$ cat src/rtl/if_pkg.sv
// Shared types for the instruction-fetch buffer.
// The fetch entry's pc field is PC_W wide, so the top-level AW must equal PC_W.
package if_pkg;
  typedef enum logic [1:0] {IDLE, WAIT, DROP} fetch_state_t;

  localparam logic [31:0] NOP_INST = 32'h0000_0013;
  localparam int          PC_W     = 32;

  typedef struct packed {
    logic [PC_W-1:0] pc;
    logic [31:0]     inst;
    logic            misalign;
  } fetch_entry_t;
endpackage

$ cat src/rtl/if_fetch_buf_fifo.sv
// Synchronous FIFO with flush; the head is read straight from the registered storage array.
module if_fifo #(
  parameter int  DEPTH   = 2,
  parameter type entry_t = logic [31:0]
) (
  input  logic                     clk,
  input  logic                     rst_n,
  input  logic                     flush,
  input  logic                     push,
  input  entry_t                   wdata,
  input  logic                     pop,
  output entry_t                   rdata,
  output logic                     valid,
  output logic [$clog2(DEPTH):0]   count
);
  localparam int PW = $clog2(DEPTH);
  localparam int CW = PW + 1;

  entry_t        mem [DEPTH];
  logic [PW-1:0] rptr, wptr;
  logic          do_push, do_pop;

  assign valid   = (count != '0);
  // A flush wins over any pop or push arriving in the same cycle.
  assign do_pop  = pop & valid & ~flush;
  assign do_push = push & ~flush;
  assign rdata   = mem[rptr];

  always_ff @(posedge clk or negedge rst_n) begin
    if (!rst_n) begin
      rptr  <= '0;
      wptr  <= '0;
      count <= '0;
      for (int i = 0; i < DEPTH; i++) mem[i] <= '0;
    end else if (flush) begin
      rptr  <= '0;
      wptr  <= '0;
      count <= '0;
    end else begin
      if (do_push) begin
        mem[wptr] <= wdata;
        wptr      <= wptr + PW'(1);
      end
      if (do_pop) rptr <= rptr + PW'(1);
      if (do_push && !do_pop)      count <= count + CW'(1);
      else if (!do_push && do_pop) count <= count - CW'(1);
    end
  end
endmodule

$ cat src/rtl/if_fetch_buf.sv
// Fetch stage: one outstanding imem read per PC, responses buffered for decode.
// Optional IF_FETCH_ALIGN_CHECK_EN turns a misaligned PC into a local NOP entry flagged on id_misalign.
module if_fetch_buf
  import if_pkg::*;
#(
  parameter int DEPTH = 2,
  parameter int AW    = PC_W
) (
  input  logic          clk,
  input  logic          RST,
  input  logic [AW-1:0] pc_i,
  output logic          pc_stall,
  input  logic          redirect_i,
  output logic          imem_req,
  output logic [AW-1:0] imem_addr,
  input  logic          imem_gnt,
  input  logic          imem_rvalid,
  input  logic [31:0]   imem_rdata,
  output logic          id_valid,
  input  logic          id_ready,
  output logic [31:0]   id_inst,
  output logic [AW-1:0] id_pc
`ifdef IF_FETCH_ALIGN_CHECK_EN
  , output logic        id_misalign
`endif
);
  localparam int CW = $clog2(DEPTH) + 1;

  fetch_state_t  state;
  logic [AW-1:0] req_pc;
  logic [CW-1:0] count;
  logic          room, issue, accept, rsp_push, push;
  fetch_entry_t  wdata, head;

  // Any non-IDLE state holds the single outstanding request.
  assign room     = (int'(count) + int'(state != IDLE)) < DEPTH;
  assign issue    = RST & (state == IDLE) & room & ~redirect_i;
  assign rsp_push = (state == WAIT) & imem_rvalid & ~redirect_i;
  assign accept   = imem_req & imem_gnt;
  assign pc_stall = ~accept;
  assign imem_addr = pc_i;

`ifdef IF_FETCH_ALIGN_CHECK_EN
  logic halt, misalign, local_push;
  assign misalign   = (pc_i[1:0] != 2'b00);
  assign imem_req   = issue & ~halt & ~misalign;
  assign local_push = issue & ~halt & misalign;
  assign push       = rsp_push | local_push;
  assign wdata      = local_push ? fetch_entry_t'{pc: pc_i, inst: NOP_INST, misalign: 1'b1}
                                 : fetch_entry_t'{pc: req_pc, inst: imem_rdata, misalign: 1'b0};
  assign id_misalign = head.misalign;

  // After the NOP marker is queued, fetch sits idle until the next redirect.
  always_ff @(posedge clk or negedge RST) begin
    if (!RST)            halt <= 1'b0;
    else if (redirect_i) halt <= 1'b0;
    else if (local_push) halt <= 1'b1;
  end
`else
  logic unused_misalign;
  assign imem_req        = issue;
  assign push            = rsp_push;
  assign wdata           = fetch_entry_t'{pc: req_pc, inst: imem_rdata, misalign: 1'b0};
  assign unused_misalign = head.misalign;
`endif

  always_ff @(posedge clk or negedge RST) begin
    if (!RST) begin
      state  <= IDLE;
      req_pc <= '0;
    end else begin
      case (state)
        IDLE: if (accept) begin
          req_pc <= pc_i;
          state  <= WAIT;
        end
        // rvalid together with redirect retires the request; its data is simply not pushed.
        WAIT: if (imem_rvalid)     state <= IDLE;
              else if (redirect_i) state <= DROP;
        DROP: if (imem_rvalid)     state <= IDLE;
        default:                   state <= IDLE;
      endcase
    end
  end

  if_fifo #(.DEPTH(DEPTH), .entry_t(fetch_entry_t)) u_fifo (
    .clk   (clk),
    .rst_n (RST),
    .flush (redirect_i),
    .push  (push),
    .wdata (wdata),
    .pop   (id_ready),
    .rdata (head),
    .valid (id_valid),
    .count (count)
  );

  assign id_inst = head.inst;
  assign id_pc   = head.pc;
endmodule

$ cat config.mk
export PLATFORM = sky130hd
export DESIGN_NAME = if_fetch_buf
export DESIGN_NICKNAME = d
export VERILOG_FILES = /design/src/rtl/if_pkg.sv /design/src/rtl/if_fetch_buf_fifo.sv /design/src/rtl/if_fetch_buf.sv
export SDC_FILE = /design/constraint.sdc
export NUM_CORES = 1
export LEC_CHECK = 0
export CORE_MARGIN = 2
export CORE_UTILIZATION = 51
export CTS_BUF_LIST = sky130_fd_sc_hd__clkbuf_16
export CTS_CLUSTER_SIZE = 12
export DETAILED_ROUTE_END_ITERATION = 10
export MAX_ROUTING_LAYER = met4
export PLACE_DENSITY = 0.81
export SETUP_SLACK_MARGIN = 0.02
export SLEW_MARGIN = 30
export SYNTH_ARGS = -nofsm -noshare
export SYNTH_HDL_FRONTEND = slang
export SYNTH_SLANG_ARGS = --single-unit
$ cat constraint.sdc
create_clock -name clk -period 2.5 [get_ports clk]
set_clock_uncertainty 0.05 [all_clocks]
set_input_delay 0.625 -clock clk [delete_from_list [all_inputs] [get_ports clk]]
set_output_delay 0.625 -clock clk [all_outputs]
set_load 0.05 [all_outputs]
Clock routing:
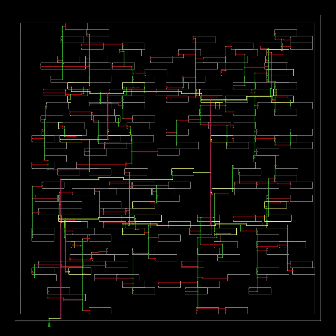
clock group total power: 2660 uW
CLK BUF: 17

Clock wires, drivers and flops:
Scale bar: 50 um.
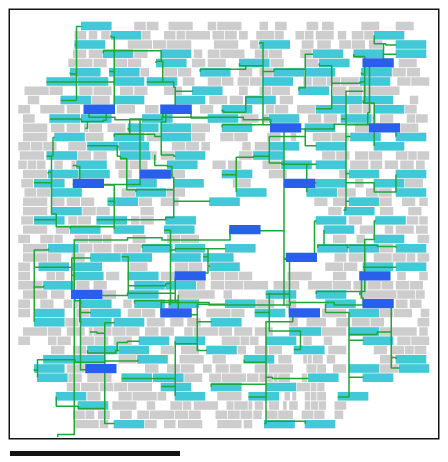
legend:
  flip-flops:
    color: cyan
    count: 166
  clock drivers:
    color: blue
    count: 17
  clock wires:
    color: green
    length: 1930 um
flops lie: spread over the die
part of the power in the clock network: 26.9%
later-pin clock latency in the skew report: 420 ps

Sequential cells grouped by signal name:
Other sequential cells in the stronger gray, the rest of the logic in the fainter gray.
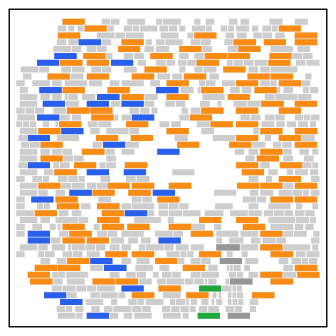
legend:
  `u_fifo.mem`:
    color: orange
    placed_flops: 128
    where: spread over the die
  `req_pc`:
    color: blue
    placed_flops: 32
  `state`:
    color: green
    placed_flops: 2

-- cell families after synthesis --
logic type	Yosys count
mux	224
flops	166
buf+inv	60
simple gates	16
compound gates	7
xor+xnor	2
-- cells in the mapped netlist (all sizes together) --
cell      n  share of area, %
nand2b    1             0.083
mux2    224                36
buf      50               5.7
nor2b     1             0.083
xor2      2              0.23
nor2      3              0.15
or2       1             0.083
o311a     1              0.15
inv       3              0.15
o41ai     1              0.12
or3b      1              0.12
nor3      2              0.28
o21ai     2              0.13
and3      2              0.18
nand3b    2              0.36
a21oi     3              0.20
clkbuf    7              0.35
and2      1             0.083
and3b     1              0.13
dfrtp   166                55
nor4      1             0.083
-- critical path, stage by stage, from the launching register on --
cell,delay (ps)
dfrtp_1,450
nor4_4,390
and3_4,240
inv_1,50
buf_4,180
==> run notes <==
* **grt peak-use layer** met2
* **switching part of the total** 35.36%
* **number of antenna violations at the first check in global routing** 0
* **warning count from the yosys run** 0
* **met2 GRT Util** 36.92%
* **Sequential Power** 3610 uW
* **origin of the critical flop-to-flop path** state[1]
* **yosys synthesis chip area** 7555 um2
* **number of maximum-capacitance violations** 0
* **Slew Limit Headroom** 37.37%
* **number of buffers outside the clock class in the layout** 182
* **result of the run** finished clean
* **most frequent cells in the layout** 165 x dfrtp_1, 158 x mux2_2, 71 x buf_4, 67 x clkdlybuf4s50_1, 60 x mux2_4
* **placed cells** 784
* **total nets after synthesis** 545
* **number of cells in the yosys synthesis report** 475
* **CTS H-tree depth** 4
* **antenna diode count** 0
* **length of routed met3 wiring** 673 um
* **CP Launch Type** register
* **register cell area after layout** 4155 um2
* **largest fanout on the critical path** 5
* **number of vias per cell** 5.240
* **Final Hold Viols** 0
* **Logic family by area** multiplexers
* **DRT Pass-1 Iters** 4
* **FFs & Latches** 166
* **synthesized-area fraction occupied by xor and xnor cells** 0.2319%
* **wire length of the first global-routing pass** 25400 um
* **number of buffers on the longest clock path** 2
Power is estimated from default activity; no workload was simulated.
